`src/rtl/game_pkg.sv`:
```
`default_nettype none
// ============================================================================
//  Module      : game_pkg
//  Description : Shared constants for the game sequencer and the 20x15
//                space-shooter core: FSM state encoding, playfield size and
//                spawn LFSR constants.
//  Revision    : 1.0 - initial release
// ============================================================================
package game_pkg;

  // Display-visible state encoding.
  localparam logic [2:0] ST_IDLE      = 3'd0;
  localparam logic [2:0] ST_COUNTDOWN = 3'd1;
  localparam logic [2:0] ST_PLAY      = 3'd2;
  localparam logic [2:0] ST_PAUSE     = 3'd3;
  localparam logic [2:0] ST_OVER      = 3'd4;

  typedef enum logic [2:0] {
    S_IDLE      = ST_IDLE,
    S_COUNTDOWN = ST_COUNTDOWN,
    S_PLAY      = ST_PLAY,
    S_PAUSE     = ST_PAUSE,
    S_OVER      = ST_OVER
  } state_t;

  // Playfield geometry shared with the core.
  localparam int PF_COLS = 20;
  localparam int PF_ROWS = 15;

  // Fibonacci LFSR: feedback is the XOR of bits 7,5,4,3.
  localparam logic [7:0] LFSR_TAPS = 8'hB8;
  localparam logic [7:0] LFSR_SEED = 8'hA5;

endpackage : game_pkg
`default_nettype wire

```
`src/rtl/game_sequencer_spawn_scheduler.sv`:
```
`default_nettype none
// ============================================================================
//  Module      : spawn_scheduler
//  Description : Level-scaled enemy spawn timer. An interval counter runs
//                while enabled and fires a one-cycle spawn pulse each time it
//                reaches the current interval; the spawn column comes from a
//                free-running 8-bit LFSR folded into 0..COLS-1.
//  Ports       : clk, rst        - clock, async active-high reset
//                i_enable        - counting allowed (game stays in PLAY)
//                i_level         - current level, selects the interval
//                i_clear         - restart the interval from zero
//                o_spawn_req     - registered one-cycle spawn pulse
//                o_spawn_x       - registered spawn column
//  Revision    : 1.0 - initial release
// ============================================================================
module spawn_scheduler
  import game_pkg::*;
#(
  parameter int COLS          = PF_COLS,
  parameter int BASE_INTERVAL = 40,
  parameter int INTERVAL_STEP = 4,
  parameter int MIN_INTERVAL  = 8
) (
  input  logic       clk,
  input  logic       rst,
  input  logic       i_enable,
  input  logic [3:0] i_level,
  input  logic       i_clear,
  output logic       o_spawn_req,
  output logic [4:0] o_spawn_x
);

  logic [15:0] r_cnt;
  logic [7:0]  r_lfsr;
  logic        r_spawn_req;
  logic [4:0]  r_spawn_x;

  logic [15:0] w_step;
  logic [15:0] w_sub;
  logic [15:0] w_cur;
  logic        w_fire;
  logic        w_fb;
  logic [4:0]  w_raw;
  logic [4:0]  w_fold;

  // Saturating subtract so high levels never wrap to a huge interval,
  // then clamp to the floor.
  assign w_step = 16'(i_level) * 16'(INTERVAL_STEP);
  assign w_sub  = (16'(BASE_INTERVAL) > w_step) ? (16'(BASE_INTERVAL) - w_step) : 16'd0;
  assign w_cur  = (w_sub < 16'(MIN_INTERVAL)) ? 16'(MIN_INTERVAL) : w_sub;

  // ">=" rather than "==": a level-up can shrink the interval below the
  // value already counted, which must fire at once instead of wrapping.
  assign w_fire = i_enable && (r_cnt >= (w_cur - 16'd1));

  assign w_fb   = ^(r_lfsr & LFSR_TAPS);
  assign w_raw  = r_lfsr[4:0];
  assign w_fold = (w_raw < 5'(COLS)) ? w_raw : (w_raw - 5'(COLS));

  always_ff @(posedge clk or posedge rst) begin
    if (rst) begin
      r_cnt       <= '0;
      r_lfsr      <= LFSR_SEED;
      r_spawn_req <= 1'b0;
      r_spawn_x   <= '0;
    end else begin
      r_lfsr <= {r_lfsr[6:0], w_fb};
      if (i_clear) begin
        r_cnt       <= '0;
        r_spawn_req <= 1'b0;
      end else if (w_fire) begin
        r_cnt       <= '0;
        r_spawn_req <= 1'b1;
        r_spawn_x   <= w_fold;
      end else begin
        r_spawn_req <= 1'b0;
        if (i_enable) begin
          r_cnt <= r_cnt + 16'd1;
        end
      end
    end
  end

  assign o_spawn_req = r_spawn_req;
  assign o_spawn_x   = r_spawn_x;

endmodule : spawn_scheduler
`default_nettype wire

```
`src/rtl/game_sequencer.sv`:
```
`default_nettype none
// ============================================================================
//  Module      : game_sequencer
//  Description : Game flow controller for the space-shooter core. Runs the
//                IDLE/COUNTDOWN/PLAY/PAUSE/OVER machine, tracks lives and
//                level, gates the core's reset/run and drives its spawn port.
//  Ports       : clk, rst            - clock, async active-high reset
//                start_btn, pause_btn- level buttons, rising edge acts
//                hit, enemy_escape   - one-cycle pulses from the core
//                core_rst_n, core_run- core hold / movement enable
//                spawn_req/x/y       - enemy spawn port of the core
//                state, lives, level - display status
//                game_over           - high while in OVER
//  Revision    : 1.0 - initial release
// ============================================================================
module game_sequencer
  import game_pkg::*;
#(
  parameter int COLS           = PF_COLS,
  parameter int START_LIVES    = 3,
  parameter int HITS_PER_LEVEL = 5,
  parameter int BASE_INTERVAL  = 40,
  parameter int INTERVAL_STEP  = 4,
  parameter int MIN_INTERVAL   = 8,
  parameter int COUNTDOWN_CYC  = 16,
  parameter int MAX_LEVEL      = 9
) (
  input  logic       clk,
  input  logic       rst,
  input  logic       start_btn,
  input  logic       pause_btn,
  input  logic       hit,
  input  logic       enemy_escape,
  output logic       core_rst_n,
  output logic       core_run,
  output logic       spawn_req,
  output logic [4:0] spawn_x,
  output logic [3:0] spawn_y,
  output logic [2:0] state,
  output logic [2:0] lives,
  output logic [3:0] level,
  output logic       game_over
);

  state_t      r_state;
  logic        r_start_prev;
  logic        r_pause_prev;
  logic [2:0]  r_lives;
  logic [3:0]  r_level;
  logic [7:0]  r_hits;
  logic [15:0] r_cd;
  logic        r_core_rst_n;
  logic        r_core_run;
  logic        r_game_over;

  state_t      w_state_nxt;
  logic [2:0]  w_lives_nxt;
  logic [3:0]  w_level_nxt;
  logic [7:0]  w_hits_nxt;
  logic [15:0] w_cd_nxt;
  logic        w_init;
  logic        w_start_press;
  logic        w_pause_press;
  logic        w_sched_en;

  assign w_start_press = start_btn & ~r_start_prev;
  assign w_pause_press = pause_btn & ~r_pause_prev;

  always_comb begin
    w_state_nxt = r_state;
    w_lives_nxt = r_lives;
    w_level_nxt = r_level;
    w_hits_nxt  = r_hits;
    w_cd_nxt    = r_cd;
    w_init      = 1'b0;
    case (r_state)
      S_IDLE: begin
        if (w_start_press) w_init = 1'b1;
      end
      S_COUNTDOWN: begin
        if (w_start_press) begin
          w_init = 1'b1;
        end else if (r_cd == 16'(COUNTDOWN_CYC - 1)) begin
          w_state_nxt = S_PLAY;
        end else begin
          w_cd_nxt = r_cd + 16'd1;
        end
      end
      S_PLAY: begin
        if (w_pause_press) w_state_nxt = S_PAUSE;
        if (hit) begin
          if (r_hits == 8'(HITS_PER_LEVEL - 1)) begin
            w_hits_nxt = '0;
            if (r_level < 4'(MAX_LEVEL)) w_level_nxt = r_level + 4'd1;
          end else begin
            w_hits_nxt = r_hits + 8'd1;
          end
        end
        // Last-life escape overrides a same-cycle pause; level update above
        // is still committed.
        if (enemy_escape) begin
          if (r_lives <= 3'd1) begin
            w_lives_nxt = '0;
            w_state_nxt = S_OVER;
          end else begin
            w_lives_nxt = r_lives - 3'd1;
          end
        end
      end
      S_PAUSE: begin
        if (w_pause_press) w_state_nxt = S_PLAY;
      end
      S_OVER: begin
        if (w_start_press) w_init = 1'b1;
      end
      default: w_state_nxt = S_IDLE;
    endcase
    if (w_init) begin
      w_state_nxt = S_COUNTDOWN;
      w_lives_nxt = 3'(START_LIVES);
      w_level_nxt = '0;
      w_hits_nxt  = '0;
      w_cd_nxt    = '0;
    end
  end

  // Outputs are decoded from the next state so they change on the same edge
  // as the state register.
  always_ff @(posedge clk or posedge rst) begin
    if (rst) begin
      r_state      <= S_IDLE;
      r_start_prev <= 1'b0;
      r_pause_prev <= 1'b0;
      r_lives      <= '0;
      r_level      <= '0;
      r_hits       <= '0;
      r_cd         <= '0;
      r_core_rst_n <= 1'b0;
      r_core_run   <= 1'b0;
      r_game_over  <= 1'b0;
    end else begin
      r_state      <= w_state_nxt;
      r_start_prev <= start_btn;
      r_pause_prev <= pause_btn;
      r_lives      <= w_lives_nxt;
      r_level      <= w_level_nxt;
      r_hits       <= w_hits_nxt;
      r_cd         <= w_cd_nxt;
      r_core_rst_n <= (w_state_nxt != S_IDLE);
      r_core_run   <= (w_state_nxt == S_PLAY);
      r_game_over  <= (w_state_nxt == S_OVER);
    end
  end

  // Count only in cycles that stay in PLAY, so a spawn can never land in the
  // first cycle of PAUSE or OVER.
  assign w_sched_en = (r_state == S_PLAY) && (w_state_nxt == S_PLAY);

  spawn_scheduler #(
    .COLS          (COLS),
    .BASE_INTERVAL (BASE_INTERVAL),
    .INTERVAL_STEP (INTERVAL_STEP),
    .MIN_INTERVAL  (MIN_INTERVAL)
  ) u_spawn (
    .clk         (clk),
    .rst         (rst),
    .i_enable    (w_sched_en),
    .i_level     (r_level),
    .i_clear     (w_init),
    .o_spawn_req (spawn_req),
    .o_spawn_x   (spawn_x)
  );

  assign spawn_y    = 4'd0;
  assign state      = r_state;
  assign lives      = r_lives;
  assign level      = r_level;
  assign core_rst_n = r_core_rst_n;
  assign core_run   = r_core_run;
  assign game_over  = r_game_over;

endmodule : game_sequencer
`default_nettype wire

```
`config.mk`:
```
export PLATFORM = sky130hd
export DESIGN_NAME = game_sequencer
export DESIGN_NICKNAME = d
export VERILOG_FILES = /design/src/rtl/game_pkg.sv /design/src/rtl/game_sequencer_spawn_scheduler.sv /design/src/rtl/game_sequencer.sv
export SDC_FILE = /design/constraint.sdc
export NUM_CORES = 1
export LEC_CHECK = 0
export ABC_AREA = 1
export CAP_MARGIN = 10
export CORE_ASPECT_RATIO = 0.8
export CORE_UTILIZATION = 50
export DETAILED_ROUTE_END_ITERATION = 10
export DONT_BUFFER_PORTS = 1
export SETUP_SLACK_MARGIN = 0.2
export SLEW_MARGIN = 20
export SYNTH_ARGS = -nofsm -noshare
export SYNTH_HDL_FRONTEND = slang
export SYNTH_SLANG_ARGS = --single-unit
```
`constraint.sdc`:
```
create_clock -name clk -period 9.2 [get_ports clk]
set_clock_uncertainty 0.15 [all_clocks]
set_input_delay 1.84 -clock clk [delete_from_list [all_inputs] [get_ports clk]]
set_output_delay 1.84 -clock clk [all_outputs]
set_load 0.05 [all_outputs]
```
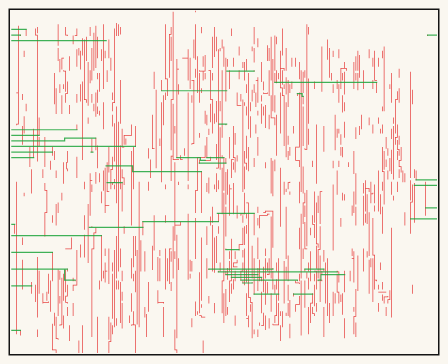
Fig. 1. Wiring by layer (run 1).
Two of the layers only.
Key: red = metal 2 [wire length 3750 um]; green = metal 3 [wire length 437 um]

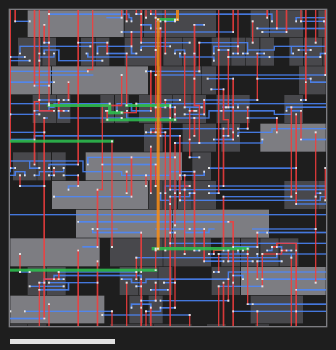
Fig. 2. Close-up of the layout (run 1).
Bar = 10 um. Window x 37 to 67, y 27 to 57 um. Cells in grey, sequential cells in the stronger grey; small squares are vias.
Key: blue = metal 1; red = metal 2; green = metal 3; orange = metal 4
Netlist names of flops here include r_cd (5), u_spawn.r_cnt (5). Most frequent: nand2_1 (13), dfrtp_1 (10), inv_1 (9). 69 logic cells have their middle in the window. Sequential cells in the window: 10.

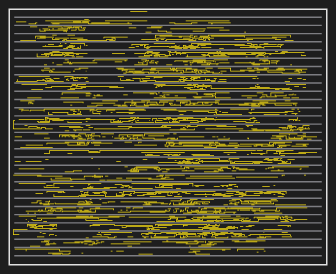
Fig. 3. The metal 1 layer (run 1).
Supply wires on this layer in grey.
533 nets have wire on it. The wires run mostly horizontal. The layer holds 52% of the routed length. The longest straight run is 51.5 um.
grt met1 use: 0.3280
drt total wl: 8855 um
vias post-DR: 3426

==> qor.yml, run 1 <==
power:
  ir_drop_mv: 0.1910
  power_leader: "sequential cells"
  internal_power_mw: 0.6778
  netSwitchingPower_mw: 0.6451
  total_power_mw: 1.323
synth:
  top_area_frac: 0.3874
  simple_gate_area_frac: 0.2622
  yosysWarnings: 0
  synthTopCellsByArea: "dfrtp_1 39%, nand2_1 10%, ha_1 8.3%"
  top_area_cell: "dfrtp_1"
  yosys_cells: 532
  async_flop_share: 1.000
  synth-main-ff-cell: "dfrtp_1"
global_route:
  use_met3: 0.05386
  antenna_found_initial: 0
  gr-usage-met2: 0.3335
hold_path:
  min_path_type: "flip-flop to flip-flop"
run:
  cap_violations: 0
worst_setup_path:
  worstPathCellList: "inv_1 > ha_1 > o21ai_0 > nand2_1 > inv_1 > nor2_1 > o21ai_0 > nand2_1 > ha_1 > nand2_1 > ha_1 > inv_1 > ha_1 > nand2_1 > inv_1 > nand3_1 > a21oi_1 > o21ai_0 > nand2_1 > nor2_2 > nand3_1 > o21ai_0"
  path_class: "flip-flop to flip-flop"
  cp-start-kind: "flip-flop"
layout:
  bufAreaShareNonClock: 0.005025
  fin_cells: 651
  n_antenna_cell: 0
  drive_gt1_frac: 0.06814
  final_area_mm2: 0.004482
routing:
  dr_wl_met3_um: 436
  met2_length_um: 3751
  routed_via_density: 5.263
cts:
  hold_buffers: 0
  cts_tree: "yes"
floorplan:
  coreArea_mm2: 0.008019
placed_design:
  io_buffer_count: 0
final_timing:
  fmax_ghz: 0.2329
  worstMarginPinSlew_ps: 715.9
  slew_violations: 0
status:
  status: "complete, no violations"
==> run 2: changes to the inputs <==
- clock period: 9.2 -> 4 ns (I/O delays scaled with it)
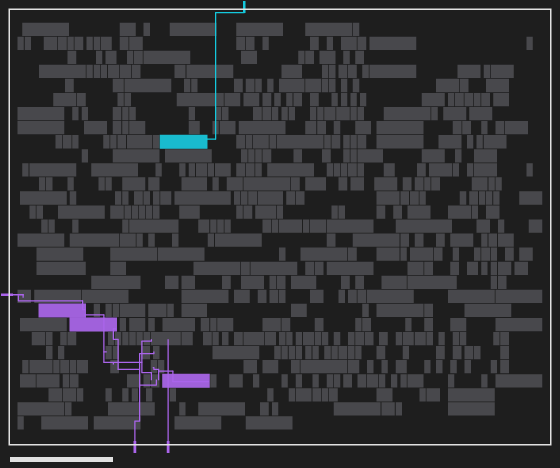
Fig. 4. Nets reached from selected ports (run 2).
Bar = 20 um.
Key: cyan = spawn_req [bits 1, direction output, edge north, end cells 1, buffers 0, wire 32.1 um]; purple = state [bits 3, direction output, edge 2 south, 1 west, end cells 3, buffers 1, wire 125 um]

==> run 2 against run 1 <==
Via count up 2.2%. Cell area up 2.3%. Flip-flop count stayed put. Synthesized area did not move. Critical path type unchanged. Count of clock-buffer cells in the layout is 1 lower. Wire length is 2.6% higher. Core utilization grew 1.3 points. Sequential share of layout area fell by 0.86 points. First-iteration DRC count is 4.0% higher. Clock power rose to 2.6 times the previous value. Die size unchanged.
==> qor.yml, run 2 <==
worst_setup_path:
  worstPathCellList: "ha_1 > xor2_1 > nand2_1 > inv_1 > nor2_1 > o21ai_0 > nand2_1 > ha_1 > nand2_1 > ha_1 > ha_1 > nand2_1 > nor4_2 > o21ai_1 > nand2_2 > buf_4 > nor2_1 > nand2_1 > o21ai_0"
  regToRegStartpoint: "level[0]"
  cp-start-kind: "flip-flop"
  path_class: "flip-flop to flip-flop"
synth:
  async_flop_share: 1.000
  synthTopCellsByArea: "dfrtp_1 39%, nand2_1 10%, ha_1 8.3%"
  yosys_cells: 532
  top_area_frac: 0.3874
  simple_gate_area_frac: 0.2622
  synth-main-ff-cell: "dfrtp_1"
  fa_ha_area_frac: 0.08343
  top_area_cell: "dfrtp_1"
  yosysWarnings: 0
run:
  cap_violations: 0
cts:
  hold_buffers: 0
  cts_root_buf: "clkbuf_8"
routing:
  met2_length_um: 3719
  dr_wl_met3_um: 526
  wire_per_inst_um: 13.80
  routed_wirelength_um: 9081
  dr_total_vias: 3502
  routed_via_density: 5.322
global_route:
  gr-usage-met2: 0.3317
  met1_usage: 0.3223
  use_met3: 0.05621
  antenna_found_initial: 0
power:
  p_clk_frac: 0.204
  netSwitchingPower_mw: 1.533
  power_leader: "combinational logic"
  ir_drop_mv: 0.5477
  total_power_mw: 3.213
  internal_power_mw: 1.680
layout:
  drive_gt1_frac: 0.08909
  fin_cells: 658
  n_antenna_cell: 0
  final_area_mm2: 0.004587
  sh_comb_area: 0.4694
  bufAreaShareNonClock: 0.01473
  flop-count: 69
placed_design:
  io_buffer_count: 0
status:
  status: "complete, no violations"
final_timing:
  hold_slack_ps: 204.6
  worstMarginPinSlew_ps: 762.0
  fmax_ghz: 0.2878
  post-route-period-util: 0.8687
floorplan:
  coreArea_mm2: 0.008019
hold_path:
  min_path_type: "flip-flop to flip-flop"
Power is estimated from default activity; no workload was simulated.
